Design servo_seq_ctrl, sky130hd; sources not shown.
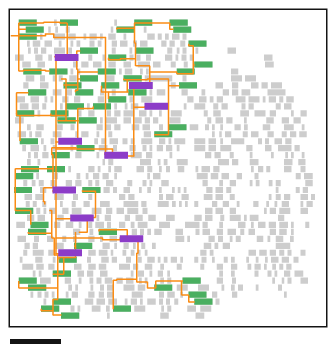
(images/clock_wires.png)
Bar = 20 µm.
legend:
  purple:
    item: clock-net drivers
    count: 9
  green:
    item: flip-flops
    count: 59
  orange:
    item: clock wires
    length: 958 µm
routed clock nets: 10
part of the total power dissipated in the clock network: 40.0%
source-to-sink clock delay at the later pin of the worst-skew pair: 340 ps

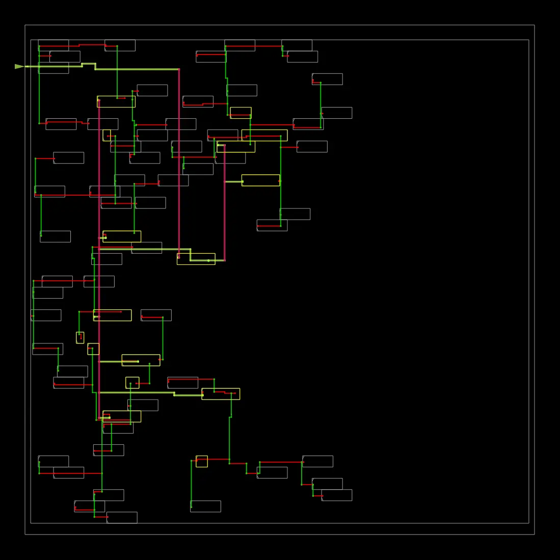
(images/clock_nets.png)
Clock group: 547 µW
clock buffers created by TritonCTS: 9
clock buffer instance count of the final layout: 10
Seq Cell Count: 59

==> results.sh <==
# physical design summary
export IMPL_cp_end_kind="register"
export IMPL_drt_vias_per_instance=6.242
export IMPL_cp_arrival_ps=5420
export IMPL_cell_area_synth_mm2=0.005294
export IMPL_timing_max_slew_rel_slack_pct=49.53
export IMPL_outcome="finished, final reports clean"
export IMPL_initialDrtViolationCount=390
export IMPL_io_pins=30
export IMPL_power_share_combinational_pct=28.3
export IMPL_io_buffer_count=29
export IMPL_reg2regPathDepth=15
export IMPL_first_global_vias=5603
export IMPL_comb_cell_power_uw=386
export IMPL_final_nets=746
export IMPL_num_rows=43
export IMPL_fin_crit_ps=5287
export IMPL_drive_above_1_share_pct=7.433
export IMPL_synthesis_area_per_instance_um2=7.683
export IMPL_timing_worst_slew_pin_value_ps=754.8
export IMPL_post_synth_inst_count=689
export IMPL_grt_antenna_before_repair=0
export IMPL_globalRoute_totalOverflow=0
export IMPL_timing_final_crit_share_pct=91.15
export IMPL_met2WireLength_mm=8.927
export IMPL_cp_start_kind="register"
export IMPL_route_vias_total=5574
export IMPL_crit_path_frequent_cell="sky130_fd_sc_hd__a211oi_1"
export IMPL_cp_slowest_cell="sky130_fd_sc_hd__or4_1"
export IMPL_maxCapViolCount=0
export IMPL_crit_required_ps=5940
export IMPL_ys_ff=59
export IMPL_initCoreUtil_pct=37.56
export IMPL_routed_top_layer="met4"
export IMPL_synth_warning_count=0
export IMPL_switching_share_pct=33.63
export IMPL_first_pass_iters=5
export IMPL_async_reset_ff_share_pct=0
export IMPL_ctsResizeCount=0
export IMPL_die_x_um=123.3
export IMPL_filler_cell_count=1722
export IMPL_max_clock_path_buffers=2
export IMPL_cts_tree="done"
export IMPL_finish_utilization_pct=43.07
export IMPL_min_path_cells=1
export IMPL_sequentialPower_uw=433
export IMPL_n_antenna_cell=0
export IMPL_vdd_ir_drop_max_uv=152.4
export IMPL_yosys_stat_cells=689
export IMPL_grt_first_pass_wirelength_mm=30.66
export IMPL_intPower_uw=906.9
export IMPL_finalSetupViolCount=0
export IMPL_path_clk_slew_ps=50
export IMPL_globalRouteTotalUtil_pct=26.66
export IMPL_detailed_place_hpwl_mm=14.99
export IMPL_synth_seq_area_share_pct=22.31
export IMPL_series_of_cell_instances_along_the_critical_path="inv_1, ha_1, and3_1, o21ai_2, a31oi_1, o211a_1, o221ai_1, or4_1, o21ai_4, o32ai_1, a211oi_1, buf_4, mux2_2, o31ai_1, a211oi_1"
export IMPL_netSwitchingPower_uw=459.4
export IMPL_htree_levels=3
export IMPL_grt_start_max_net_pins=24
export IMPL_timing_hold_worst_class="register to register"
export IMPL_ys_chip_area_mm2=0.005294
export IMPL_grt_setup_unrepaired="false"
export IMPL_enable_flop_cells=0
export IMPL_post_cts_setup_buffer_count=0
export IMPL_wl_per_cell_um=21.92
export IMPL_wl_met3_um=946
export IMPL_power_density_mw_per_mm2=225.1
export IMPL_floorplan_die_area_mm2=0.01519
export IMPL_timing_reg2reg_setup_slack_ps=510
export IMPL_cts_hold_buffers_added=0
export IMPL_cts_sink_count=59
export IMPL_flow_area_growth_from_synthesis_pct=14.68
## kinds of logic after synthesis
kind of cell | count (synthesis) | share of synthesized area (%)
adders and majority gates | 33 | 7.941
buffers and inverters | 79 | 6.240
xor gates and xnor gates | 53 | 8.911
muxes | 5 | 0.9691
AOI/OAI and AO/OA | 224 | 29.99
DFF | 59 | 22.31
and+or+nand+nor | 236 | 23.64
## worst max-delay path: cells and delay by family (launching register included)
kind | cells | cell delay (ps)
AND-OR/OR-AND | 9 | 2100
adder cells (fa/ha/maj) | 1 | 640
buffers and inverters | 2 | 410
flip-flops | 1 | 600
multiplexers | 1 | 370
AND/OR/NAND/NOR | 2 | 970
## synthesized netlist by cell type (all sizes together), types with 4 or more instances
| master | count | area [µm²] |
|---|---|---|
| clkbuf | 21 | 78.83 |
| nand2b | 6 | 37.54 |
| o21a | 14 | 105.1 |
| o2111ai | 5 | 43.79 |
| o211a | 5 | 50.05 |
| o221ai | 6 | 52.55 |
| nor3 | 20 | 100.1 |
| nor2 | 62 | 232.7 |
| o22ai | 5 | 31.28 |
| xnor2 | 35 | 314.1 |
| buf | 13 | 82.57 |
| a211oi | 18 | 140.1 |
| nand4 | 14 | 87.58 |
| mux2i | 4 | 40.04 |
| and3 | 14 | 87.58 |
| o211ai | 19 | 147.6 |
| xor2 | 18 | 157.7 |
| or4 | 4 | 33.78 |
| dfxtp | 59 | 1181 |
| nor4b | 5 | 43.79 |
| nand3b | 5 | 37.54 |
| nor3b | 4 | 35.03 |
| a211o | 6 | 52.55 |
| o21ai | 32 | 175.2 |
| nand3 | 22 | 110.1 |
| a21oi | 57 | 289.0 |
| ha | 32 | 400.4 |
| inv | 45 | 168.9 |
| a21o | 10 | 75.07 |
| a2111oi | 4 | 35.03 |
| or3 | 13 | 81.33 |
| nor2b | 5 | 31.28 |
| nor4 | 7 | 43.79 |
| nand2 | 39 | 146.4 |
| a221oi | 5 | 56.31 |
## cells in the final DEF, fill, tap and decap left out, types with 17 or more instances in the layout
master / count
sky130_fd_sc_hd__inv_1: 44
sky130_fd_sc_hd__o211ai_1: 18
sky130_fd_sc_hd__nand3_1: 22
sky130_fd_sc_hd__dfxtp_1: 59
sky130_fd_sc_hd__clkdlybuf4s50_1: 29
sky130_fd_sc_hd__a21oi_1: 56
sky130_fd_sc_hd__xnor2_1: 34
sky130_fd_sc_hd__xor2_1: 18
sky130_fd_sc_hd__a211oi_1: 17
sky130_fd_sc_hd__o21ai_0: 26
sky130_fd_sc_hd__ha_1: 32
sky130_fd_sc_hd__nand2_1: 38
sky130_fd_sc_hd__nor3_1: 20
sky130_fd_sc_hd__nor2_1: 62
## layout make-up
cell class                      count  area (µm²)  area share (%)
Tap cell                          180       225.2           3.710
Timing Repair Buffer               42       387.9           6.389
Multi-Input combinational cell    551        3805           62.68
Clock buffer                       10       239.0           3.937
Sequential cell                    59        1181           19.46
Inverter                           45       168.9           2.782
Clock inverter                      6       63.81           1.051
## stage by stage
step	setup slack (ps)	hold WS, ps	cell area, µm²	std cells
after floorplan	1188	414.6	5294	689
after global placement	593.1	446.7	5751	877
after detailed placement	595.2	455.8	5754	877
after CTS	492.3	468.3	6057	893
after global routing	141.5	505.5	6071	893
final	513.1	461.0	6071	893
Power is estimated from default activity; no workload was simulated.
